### The clock network, run 1

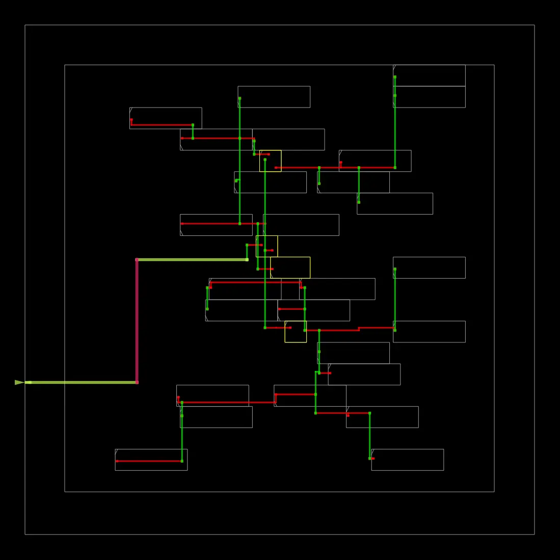
### Clock wires, drivers and flops, run 1

Bar = 20 um.
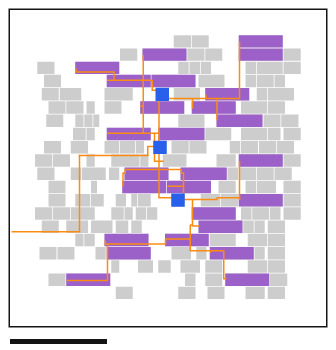
### Routed metal per tile, run 1

Bar = 20 um. 13 x 13 tiles, from white (low) to dark blue (high), scaled to the fullest tile. Values are wire area over tile area, all layers added.
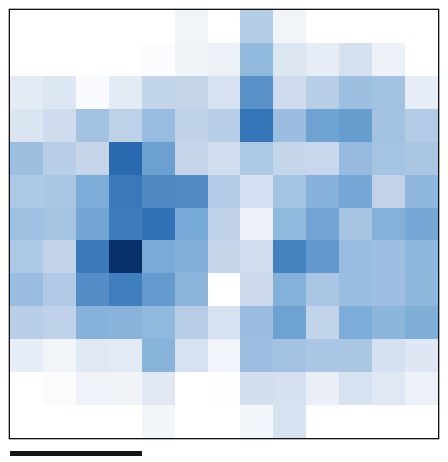
===== src/rtl/unidade_busca.sv =====
// rtl/unidade_busca.sv - three-state instruction fetch unit (BUSCA/CAPTURA/EXECUTA) feeding the decoder.
// Optional single-step input passo is enabled with macro UNIDADE_BUSCA_PASSO_EN.
module unidade_busca #(
  parameter int                     LARGURA_PC      = 6,
  parameter int                     LARGURA_INSTR   = 17,
  parameter int                     ULTIMO_ENDERECO = 63,
  parameter logic [LARGURA_INSTR-1:0] BOLHA         = 17'h0A000
) (
  input  logic                     clock,
  input  logic                     reset_n,
  input  logic                     Write_Pc,
  input  logic [LARGURA_PC-1:0]    endereco_Salto,
  input  logic                     clear,
  input  logic                     halt,
`ifdef UNIDADE_BUSCA_PASSO_EN
  input  logic                     passo,
`endif
  input  logic [LARGURA_INSTR-1:0] dado_rom,
  output logic [LARGURA_PC-1:0]    endereco_rom,
  output logic [LARGURA_INSTR-1:0] codigo_maquina,
  output logic                     instr_valida,
  output logic [LARGURA_PC-1:0]    pc
);

  localparam logic [LARGURA_PC-1:0] ULTIMO = LARGURA_PC'(ULTIMO_ENDERECO);
  localparam logic [LARGURA_PC-1:0] UM     = LARGURA_PC'(1);

  typedef enum logic [1:0] {
    BUSCA   = 2'd0,
    CAPTURA = 2'd1,
    EXECUTA = 2'd2
  } estado_t;

  estado_t                  estado_q, estado_d;
  logic [LARGURA_PC-1:0]    pc_q, pc_d;
  logic [LARGURA_INSTR-1:0] ir_q, ir_d;
  logic                     valida_q, valida_d;
  logic                     avanca;

`ifdef UNIDADE_BUSCA_PASSO_EN
  assign avanca = ~halt & passo;
`else
  assign avanca = ~halt;
`endif

  always_comb begin
    estado_d = estado_q;
    pc_d     = pc_q;
    ir_d     = ir_q;
    valida_d = 1'b0;
    case (estado_q)
      BUSCA: begin
        if (avanca) estado_d = CAPTURA;
      end
      CAPTURA: begin
        ir_d     = dado_rom;
        valida_d = 1'b1;
        estado_d = EXECUTA;
      end
      EXECUTA: begin
        estado_d = BUSCA;
        // Out-of-range targets and increment past the last address both land on 0.
        if (clear) begin
          pc_d = '0;
        end else if (Write_Pc) begin
          pc_d = (endereco_Salto > ULTIMO) ? '0 : endereco_Salto;
        end else begin
          pc_d = (pc_q >= ULTIMO) ? '0 : pc_q + UM;
        end
      end
      default: estado_d = BUSCA;
    endcase
  end

  always_ff @(posedge clock or negedge reset_n) begin
    if (!reset_n) begin
      estado_q <= BUSCA;
      pc_q     <= '0;
      ir_q     <= BOLHA;
      valida_q <= 1'b0;
    end else begin
      estado_q <= estado_d;
      pc_q     <= pc_d;
      ir_q     <= ir_d;
      valida_q <= valida_d;
    end
  end

  // valida_q is high exactly in EXECUTA, so the IR reaches the decoder for one cycle only.
  assign codigo_maquina = valida_q ? ir_q : BOLHA;
  assign instr_valida   = valida_q;
  assign endereco_rom   = pc_q;
  assign pc             = pc_q;

endmodule


===== config.mk =====
export PLATFORM = sky130hd
export DESIGN_NAME = unidade_busca
export DESIGN_NICKNAME = d
export VERILOG_FILES = /design/src/rtl/unidade_busca.sv
export SDC_FILE = /design/constraint.sdc
export NUM_CORES = 1
export LEC_CHECK = 0
export CAP_MARGIN = 5
export CORE_MARGIN = 5
export CORE_UTILIZATION = 45
export CTS_CLUSTER_DIAMETER = 30
export DETAILED_ROUTE_END_ITERATION = 7
export MAX_ROUTING_LAYER = met4
export PLACE_DENSITY = 0.84
export SLEW_MARGIN = 10
export SYNTH_ARGS = -nofsm -noshare
export SYNTH_HDL_FRONTEND = slang
export SYNTH_SLANG_ARGS = --single-unit

===== constraint.sdc =====
create_clock -name clock -period 2.3 [get_ports clock]
set_input_delay 0.345 -clock clock [delete_from_list [all_inputs] [get_ports clock]]
set_output_delay 0.345 -clock clock [all_outputs]
set_load 0.05 [all_outputs]

==> results_slide.txt, run 1 <==
Implementation Results

Final layout
  – Combinational Area: 612 um2
  – Final Net Count: 193
  – Most frequent cells in the layout: clkdlybuf4s50_1, dfrtp_1, and2_1
  – Fin area: ~1900 um2
  – Data buffer area share: 30.6%
  – Inverters: 1
  – Combinational share of cell area: 31.5%
  – Layout clock area frac: under 10%

Setup path
  – R2R setup slack: 0.70 ns
  – Crit-path max cell delay: roughly 0.80 ns
  – Cell Chain, Critical Path: and2_1, clkdlybuf4s50_1
  – CP Capture Point: codigo_maquina[10]
  – R2R Path End: endereco_rom[3]
  – Crit Reg-Reg Startpoint: endereco_rom[0]

Global routing
  – First-pass GRT wire length: between 5000 and 6000 um

Yosys
  – Synthesized registers: 26
  – Top cells by area: dfrtp_1, mux2_4, and2_1
  – Asr flop ratio synth: 100%
  – AND-OR/OR-AND Cells, Area Fraction: ~9%
  – Adder share: 0.922%
  – Top comb family, area: multiplexers
  – Syn Inst Count: about 110
  – Synth warn: 0

Detailed routing
  – WL met3: roughly 240 um

Clock network
  – Hold_buf cts: 0
  – CTS root buffer: clkbuf_4
  – CTS Buffer Depth: 2

Power
  – LEAKAGE: ~0.80 nW
  – Sw frac: 41.5%

Worst hold path
  – Worst min path class: in2async

Placement
  – DP HPWL: between 2000 and 2500 um
  – PortBufs: approximately 57

Final timing
  – Final hold vios: 0
  – Final Cycle Share: 93.4%
  – Min Tclk post-route: between 2 and 2.5 ns

Run status
  – Status: complete, no violations
Back to the opening pictures, 'The clock network':
Inserted Clock Buffers: 3
# clock sinks: 26
Clk power: 0.221 mW

Back to the opening pictures, 'Clock wires, drivers and flops':
- clock wires: orange (length 271 um)
- clock-net drivers: blue (count 3)
- flip-flops: purple (count 26)
- routed clock nets: 4
clock skew: 0.00607 ns
clock share of power: 11.9%
clk_lat worst skew: 0.31 ns

Back to the opening pictures, 'Routed metal per tile':
- tiles over half the peak: 14%
- densest ninth of the die: left middle
- nearly empty tiles: 18%
- emptiest ninth of the die: top left
GRT Total Usage: 16.4%
wire per inst: 16.2 um
wirelength, routed: 3170 um

run 1: cell usage after synthesis (3+ instances only):
| master | n |
|---|---|
| nand2b_1 | 4 |
| dfrtp_1 | 24 |
| mux2_4 | 9 |
| mux2_2 | 8 |
| and2_1 | 15 |
| o21ai_0 | 5 |
| nor3_1 | 3 |
| buf_4 | 6 |
run 1: power by group through the flow:
stage / logic (mW) / registers, mW / clock network, mW
finish: 0.914 / 0.721 / 0.221
global route: 0.961 / 0.746 / 0.253
CTS: 0.925 / 0.723 / 0.233
detailed placement: 0.920 / 0.732 / 0
global placement: 0.904 / 0.717 / 0
floorplan: 0.574 / 0.798 / 0
run 1: flip-flops by register name (all words and copies together) (netlist names):
name	flops
estado_q	2
instr_valida	1
ir_q	17
endereco_rom	6
### Zoomed window, run 1

Window x 12 to 52, y 12 to 52 um. Cells in gray, sequential cells in the stronger gray; small squares are vias.
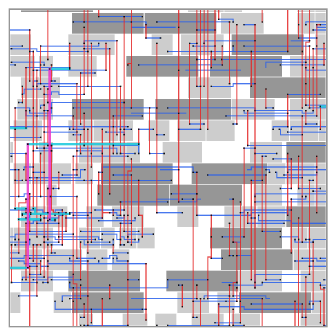

--- run 2 (diff from run 1) ---
Settings changed: SETUP_SLACK_MARGIN from default to 0.2.
### Zoomed window, run 2

Window x 12 to 52, y 12 to 52 um. Cells in gray, sequential cells in the stronger gray; small squares are vias.
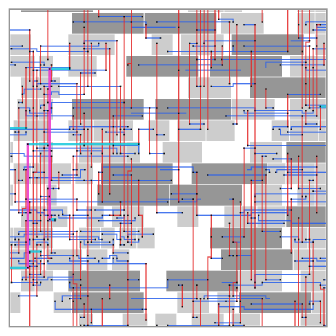
- M3: cyan
- M4: magenta
- M1: blue
- M2: red
- cells with their middle in the window: 98
- most frequent: dfrtp_1 (17), and2_1 (8), clkdlybuf4s50_1 (8)
- netlist names of flops here include: ir_q (13), endereco_rom (4), estado_q (2)
- sequential cells in the window: 20

### M3 wires, run 2

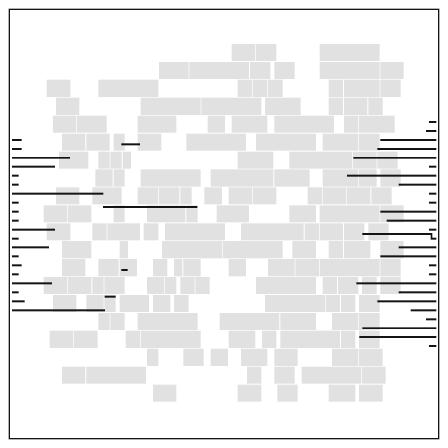
- wire length on this layer: 239 um
- longest straight run: 14.0 um
- share of all routed wire: 7.5%
wirelength, routed: 3160 um
met3 global-route usage: 3.47%
vias: 1021

==> results_slide.txt, run 2 <==
Implementation Results

Yosys
  – Top comb family, area: multiplexers
  – Top cells by area: dfrtp_1, mux2_4, and2_1
  – Synth warn: 0 (unchanged)
  – Synth top cell by count: dfrtp_1
  – AND-OR/OR-AND Cells, Area Fraction: 9.03% (unchanged)
  – Syn Inst Count: 110 (unchanged)
  – Adder share: 0.922% (unchanged)
  – Asr flop ratio synth: 100% (unchanged)
  – Distinct lib cells: 33
  – Synthesized registers: 26 (unchanged)

Final layout
  – Max reg flops: 17 (unchanged)
  – Data buffer area share: 30.1% (-0.45 points)
  – Combinational share of cell area: 31.7% (+0.20 points)
  – Most frequent cells in the layout: clkdlybuf4s50_1, dfrtp_1, dlygate4sd2_1
  – Clkbuf count: 4
  – Layout clock area frac: 1.88% (+0.012 points)
  – Reg with most FFs: ir_q
  – Inverters: 1 (unchanged)

Power
  – LEAKAGE: 0.927 nW (+15%)
  – Clock share of power: 12.1% (+0.2 points)
  – P_seq: 0.720 mW (about the same)
  – Sw frac: 42.1% (+0.64 points)
  – Clk power: 0.221 mW (about the same)
  – Heaviest power group: combinational cells

Setup path
  – R2R setup slack: 0.70 ns (about the same)
  – R2R Path End: endereco_rom[3]
  – CP Capture Point: endereco_rom[3]
  – Crit Reg-Reg Startpoint: endereco_rom[0]
  – Cell Chain, Critical Path: clkdlybuf4s50_1
  – Crit-path max cell delay: 0.86 ns (+0.06 ns)

Clock network
  – CTS root buffer: clkbuf_4
  – # clock sinks: 26 (unchanged)
  – Inserted Clock Buffers: 3 (unchanged)
  – Hold_buf cts: 0 (unchanged)
  – Clk_lat worst skew: 0.31 ns (about the same)
  – CTS Buffer Depth: 2 (unchanged)

Global routing
  – GRT Total Usage: 16.4% (unchanged)

Final timing
  – Clock skew: 0.00600 ns (-0.0000640 ns)
  – Final Cycle Share: 87.9% (-5.5 points)
  – Final hold vios: 0 (unchanged)

Placement
  – Placed Cells: 192
  – DP HPWL: 2450 um (unchanged)
  – PortBufs: 57 (unchanged)

Run status
  – Status: complete, no violations

Worst hold path
  – Worst min path class: in2async

Detailed routing
  – Wire per inst: 16.1 um (-0.25%)
==> run 2: cell types whose count changed in the layout (fill, tap and decap cells not counted) <==
cell,change
dlygate4sd2_1,+18
dlymetal6s2s_1,+4
clkdlybuf4s50_1,-22
==> run 2: through the flow <==
stage	setup slack [ns]	cell area, um2	hold WS [ns]	utilization, %	power (mW)
finish	0.278	1930	0.383	64.7	1.82
global route	0.210	1930	0.392	64.7	1.92
CTS	0.233	1920	0.383	64.4	1.85
detailed placement	0.369	1900	0.488	63.9	1.65
global placement	0.399	1900	0.482	63.9	1.62
floorplan	0.577	1360	0.0494	-	1.37
==> run 2: metal layers <==
layer	GRT usage, %	vias to the layer above	routed length [um]
met5	-	-	0
met3	3.47	4	238
met2	25.7	50	1460
met1	21.2	476	1430
met4	5.54	0	34
li1	-	491	-
### The clock network, run 2

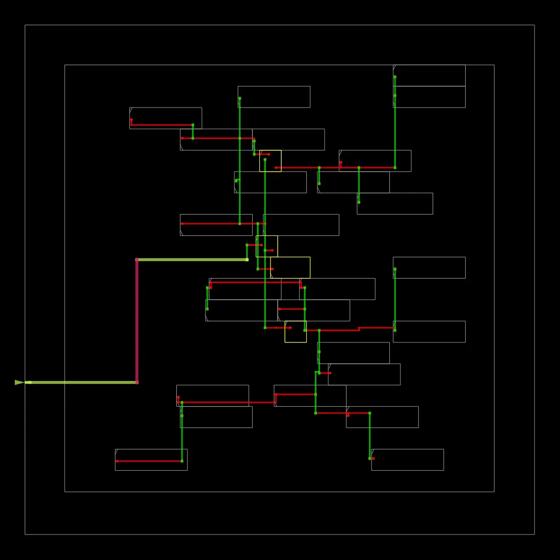

--- run 3 (diff from run 2) ---
Settings changed: GPL_TIMING_DRIVEN from default to 0.
### The clock network, run 3

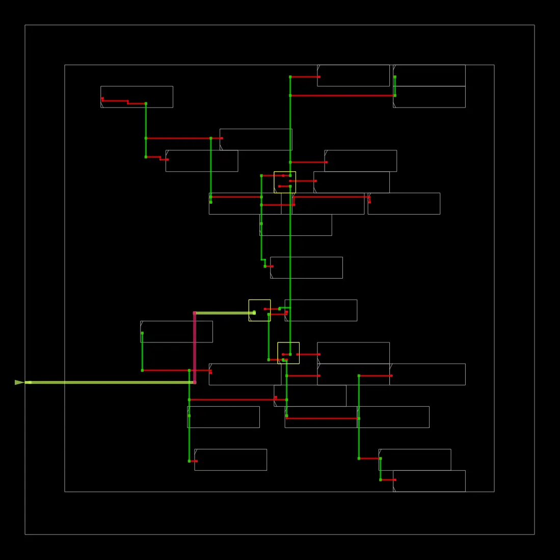
clock skew: 0.00651 ns
Clk power: 0.180 mW
Flops: 26
clkbuf count: 3

### Clock wires, drivers and flops, run 3

Bar = 20 um.
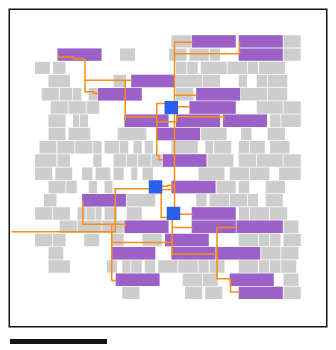
clock share of power: 9.9%

==> results_slide.txt, run 3 <==
Implementation Results

Run status
  – Status: complete, no violations

Final layout
  – Reg with most FFs: ir_q
  – Max reg flops: 17 (unchanged)
  – Inverters: 1 (unchanged)
  – Fin area: 2000 um2 (+3.7%)
  – Layout clock area frac: 1.13% (-0.76 points)
  – Layout Utilization: 67.1% (+2.4 points)
  – Most frequent cells in the layout: clkdlybuf4s50_1, dfrtp_1, and2_1

Power
  – Sw frac: 41.9% (-0.24 points)
  – Final Total Pwr: 1.83 mW (+0.40%)
  – LEAKAGE: 0.926 nW (about the same)

Floorplanning
  – Die width: 64.9 um

Final timing
  – Final hold vios: 0 (unchanged)
  – WHS: 0.00182 ns (-0.381 ns)
  – Final Cycle Share: 88.4% (+0.51 points)
  – Final worst slack: 0.267 ns (-0.0116 ns)

Clock network
  – # clock sinks: 26 (unchanged)
  – Hold_buf cts: 0 (unchanged)
  – CTS root buffer: clkbuf_4
  – Inserted Clock Buffers: 3 (unchanged)
  – CTS Buffer Depth: 2 (unchanged)
  – Clk_lat worst skew: 0.31 ns (about the same)

Detailed routing
  – Wire per inst: 15.1 um (-6.3%)
  – Vias: 1062 (+4.0%)
  – WL met3: 235 um (-1.3%)
  – Uppermost layer routed: met4
  – Metal-1 WL: 1410 um (-1.6%)
  – Wirelength, routed: 3070 um (-2.9%)

Yosys
  – Synthesized registers: 26 (unchanged)
  – Syn Inst Count: 110 (unchanged)
  – Synth top cell by count: dfrtp_1
  – Asr flop ratio synth: 100% (unchanged)
  – Top comb family, area: multiplexers
  – Synth warn: 0 (unchanged)
  – Adder share: 0.922% (unchanged)
  – AND-OR/OR-AND Cells, Area Fraction: 9.03% (unchanged)

Setup path
  – Crit Reg-Reg Startpoint: endereco_rom[0]
  – R2R setup slack: 0.73 ns (+0.03 ns)
  – Crit-path max cell delay: 0.87 ns (about the same)
  – Cell Chain, Critical Path: clkdlybuf4s50_1
  – R2R Path End: endereco_rom[3]

Placement
  – Placed Cells: 200 (+4.2%)
  – Area post-placement: 1970 um2 (+3.5%)
  – Place WS: 0.183 ns (-0.186 ns)
  – DP HPWL: 2350 um (-4.0%)
  – PortBufs: 57 (unchanged)

Global routing
  – Met1 usage: 22.1% (+0.96 points)
  – GRT Total Usage: 16.2% (-0.21 points)

Worst hold path
  – Worst min path class: in2async
## run 3: cell counts after synthesis
No cell type changed its count.
## run 3: cells by family (layout without fill, tap and decap cells)
kind of cell,count (synthesis),in the layout
simple gates,36,36
compound gates,16,16
mux,18,18
buf+inv,12,72
flops,26,26
xor+xnor,1,1
fa+ha+maj,1,1
## run 3: how the worst max path moves through the flow
| stage | from | endpoint | slack, ns | cells after the start |
|---|---|---|---|---|
| floorplan | instr_valida | codigo_maquina[10] | 0.58 | 2 |
| global placement | instr_valida | codigo_maquina[4] | 0.23 | 3 |
| detailed placement | instr_valida | codigo_maquina[8] | 0.18 | 3 |
| CTS | ir_q[15] | codigo_maquina[15] | 0.20 | 2 |
| global route | endereco_rom[2] | endereco_rom[2] | 0.21 | 1 |
| finish | endereco_rom[2] | endereco_rom[2] | 0.27 | 1 |
Power and IR drop assume default switching activity.
